==> images/class_map.png <==
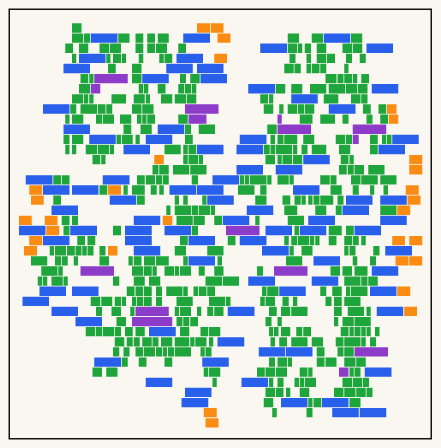
==> images/util_map.png <==
The die is cut into 11 by 12 equal tiles; white is low, dark blue is high, 0 to 100% covered.
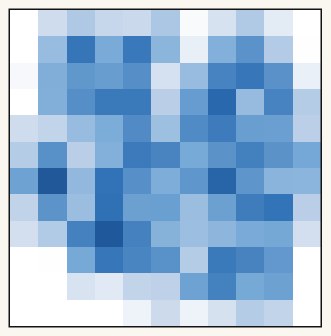
**src/rtl/pb_debouncer_multi.sv**
```systemverilog
// Multi-channel push-button conditioner: synchroniser, debounce, press/release
// pulses, plus a per-channel hold FSM for long-press and auto-repeat pulses.
//
// Ports:
//   clk              base clock
//   rst              synchronous active-high reset
//   pb               raw asynchronous button pins (one bit per channel)
//   pressed_status   debounced level, 1 = pressed
//   pressed_pulse    1-cycle pulse on an accepted press
//   released_pulse   1-cycle pulse on an accepted release
//   long_press_pulse 1-cycle pulse HOLD_CYCLES after pressed_pulse
//   repeat_pulse     1-cycle pulse every REPEAT_CYCLES after a long press
module pb_debouncer_multi #(
   parameter int N_CH          = 4,
   parameter int DELAY         = 15,
   parameter int HOLD_CYCLES   = 1000,
   parameter int REPEAT_CYCLES = 200,
   parameter bit ACTIVE_LOW    = 1'b0
) (
   input  logic            clk,
   input  logic            rst,
   input  logic [N_CH-1:0] pb,
   output logic [N_CH-1:0] pressed_status,
   output logic [N_CH-1:0] pressed_pulse,
   output logic [N_CH-1:0] released_pulse,
   output logic [N_CH-1:0] long_press_pulse,
   output logic [N_CH-1:0] repeat_pulse
);

   localparam int CW   = $clog2(DELAY + 1);
   localparam int HMAX = (HOLD_CYCLES > REPEAT_CYCLES) ?
                         HOLD_CYCLES : REPEAT_CYCLES;
   localparam int HW   = $clog2(HMAX + 1);

   localparam logic [CW-1:0] DLY_LAST  = CW'(DELAY - 1);
   localparam logic [HW-1:0] HOLD_LAST = HW'(HOLD_CYCLES - 1);
   localparam bit            REP_EN    = (REPEAT_CYCLES > 0);
   localparam logic [HW-1:0] REP_LAST  =
      HW'(REP_EN ? REPEAT_CYCLES - 1 : 0);

   typedef enum logic [1:0] {
      IDLE    = 2'd0,
      PRESSED = 2'd1,
      HELD    = 2'd2
   } hold_state_t;

   logic [N_CH-1:0] pb_n;

   assign pb_n = pb ^ {N_CH{ACTIVE_LOW}};

   for (genvar i = 0; i < N_CH; i++) begin : g_ch
      logic        sync1;
      logic        sync2;
      logic        status;
      logic [CW-1:0] cnt;
      logic        toggle;
      logic        press_ev;
      logic        rel_ev;
      hold_state_t state;
      hold_state_t state_nx;
      logic [HW-1:0] hcnt;
      logic [HW-1:0] hcnt_nx;
      logic        long_nx;
      logic        rep_nx;
      logic        pp_q;
      logic        rp_q;
      logic        lp_q;
      logic        rpt_q;

      // The level flips on the DELAY-th consecutive disagreeing cycle.
      assign toggle   = (sync2 != status) && (cnt == DLY_LAST);
      assign press_ev = toggle & ~status;
      assign rel_ev   = toggle &  status;

      always_ff @(posedge clk) begin
         if (rst) begin
            sync1  <= 1'b0;
            sync2  <= 1'b0;
            status <= 1'b0;
            cnt    <= '0;
            state  <= IDLE;
            hcnt   <= '0;
            pp_q   <= 1'b0;
            rp_q   <= 1'b0;
            lp_q   <= 1'b0;
            rpt_q  <= 1'b0;
         end else begin
            sync1 <= pb_n[i];
            sync2 <= sync1;
            if (sync2 == status) begin
               cnt <= '0;
            end else if (toggle) begin
               cnt    <= '0;
               status <= ~status;
            end else begin
               cnt <= cnt + CW'(1);
            end
            state <= state_nx;
            hcnt  <= hcnt_nx;
            pp_q  <= press_ev;
            rp_q  <= rel_ev;
            lp_q  <= long_nx;
            rpt_q <= rep_nx;
         end
      end

      // Release wins over everything so no long/repeat pulse can
      // share a cycle with released_pulse.
      always_comb begin
         state_nx = state;
         hcnt_nx  = hcnt;
         long_nx  = 1'b0;
         rep_nx   = 1'b0;
         if (rel_ev) begin
            state_nx = IDLE;
            hcnt_nx  = '0;
         end else begin
            unique case (state)
               IDLE: begin
                  if (press_ev) begin
                     state_nx = PRESSED;
                     hcnt_nx  = '0;
                  end
               end
               PRESSED: begin
                  if (hcnt == HOLD_LAST) begin
                     state_nx = HELD;
                     hcnt_nx  = '0;
                     long_nx  = 1'b1;
                  end else begin
                     hcnt_nx = hcnt + HW'(1);
                  end
               end
               HELD: begin
                  if (REP_EN) begin
                     if (hcnt == REP_LAST) begin
                        hcnt_nx = '0;
                        rep_nx  = 1'b1;
                     end else begin
                        hcnt_nx = hcnt + HW'(1);
                     end
                  end
               end
               default: begin
                  state_nx = IDLE;
                  hcnt_nx  = '0;
               end
            endcase
         end
      end

      assign pressed_status[i]   = status;
      assign pressed_pulse[i]    = pp_q;
      assign released_pulse[i]   = rp_q;
      assign long_press_pulse[i] = lp_q;
      assign repeat_pulse[i]     = rpt_q;
   end

endmodule

```
**config.mk**
```make
export PLATFORM = sky130hd
export DESIGN_NAME = pb_debouncer_multi
export DESIGN_NICKNAME = d
export VERILOG_FILES = /design/src/rtl/pb_debouncer_multi.sv
export SDC_FILE = /design/constraint.sdc
export NUM_CORES = 1
export LEC_CHECK = 0
export CORE_AREA = 2 2 111 113
export CTS_BUF_LIST = sky130_fd_sc_hd__clkbuf_8 sky130_fd_sc_hd__clkbuf_16
export CTS_CLUSTER_SIZE = 10
export DETAILED_ROUTE_END_ITERATION = 10
export DIE_AREA = 0 0 113 115
export SLEW_MARGIN = 10
export SYNTH_ARGS = -nofsm -noshare
export SYNTH_HDL_FRONTEND = slang
export SYNTH_SLANG_ARGS = --single-unit
```
**constraint.sdc**
```tcl
create_clock -name clk -period 4 [get_ports clk]
set_input_delay 0.8 -clock clk [delete_from_list [all_inputs] [get_ports clk]]
set_output_delay 0.8 -clock clk [all_outputs]
set_load 0.1 [all_outputs]
```
==> results.txt <==
Results of the flow run.

The violation tally recorded at the end of detailed-routing iteration 0 is 308. During tapcell insertion the tool placed 147 well taps. The checks that failed: DRC. The share of final-layout standard cells stronger than drive strength 1 stands at 6.52%. The pin count of the biggest net entering global routing stands at 20.

Leaving out the clock tree, the finished layout contains an inverter count of 29. The net count after synthesis stands at 625. The data required time of the critical path stands at 3.20 ns. Looking at the VDD voltage map, the peak drop is 0.233 mV. The clock share of power stands at 47.2%. The final setup slack of the worst path stands at 1.33 ns.

The number of sequential cells stands at 92. The registers reported with the highest flop counts are g_ch.hcnt: 40 flops, g_ch.cnt: 16 flops, g_ch.state: 8 flops. After detailed routing, the met3 layer carries 484 µm of wire.

Post-route period utilization is reported as 66.8%. The flow ran to the end, but the final reports show violations. The count of pins over their slew limit stands at 0. The die extent in y stands at 115 µm. For the combinational group, total power comes out at 0.0000352 W. The highest layer touched by signal routing is met4. For this run, design rule violations remaining after detail routing come to 2. OpenSTA lists the critical path startpoint as g_ch[0].status$_SDFFE_PP0P_. The post-synthesis xor/xnor area fraction stands at 1.38%. Across the run, the number of max-cap violations was 0. In this run, power in flip-flops and latches comes to between 0.0009 and 0.001 W. The wire length of the first global-routing pass stands at ~18000 µm.

The cell sitting at the root of the clock tree is a sky130_fd_sc_hd__clkbuf_16. Per the GRT log, the top usage layer is met2. The layout multi-input combinational cell count stands at approximately 420.
-- class_map.png (at the start) --
registers: in blue, cells 92, share of their area 35%. clock drivers and dummy loads: in purple, cells 15, share of their area 5.5%. remaining buffers and delay cells: in orange, cells 30, share of their area 5.4%. remaining logic cells: in green, cells 446, share of their area 55%.
number of core rows: 40
Layout Cell Area excl Fill: 5510 µm²
register fraction of the total cell area: 33.4%
post-layout util: 46.7%
placeable core area: 11800 µm²

-- util_map.png (at the start) --
The mean over all tiles is 41%. The fullest tile reaches 84%. 12% of the tiles are nearly empty. The emptiest ninth of the die: south-west.

Power and IR drop assume default switching activity.
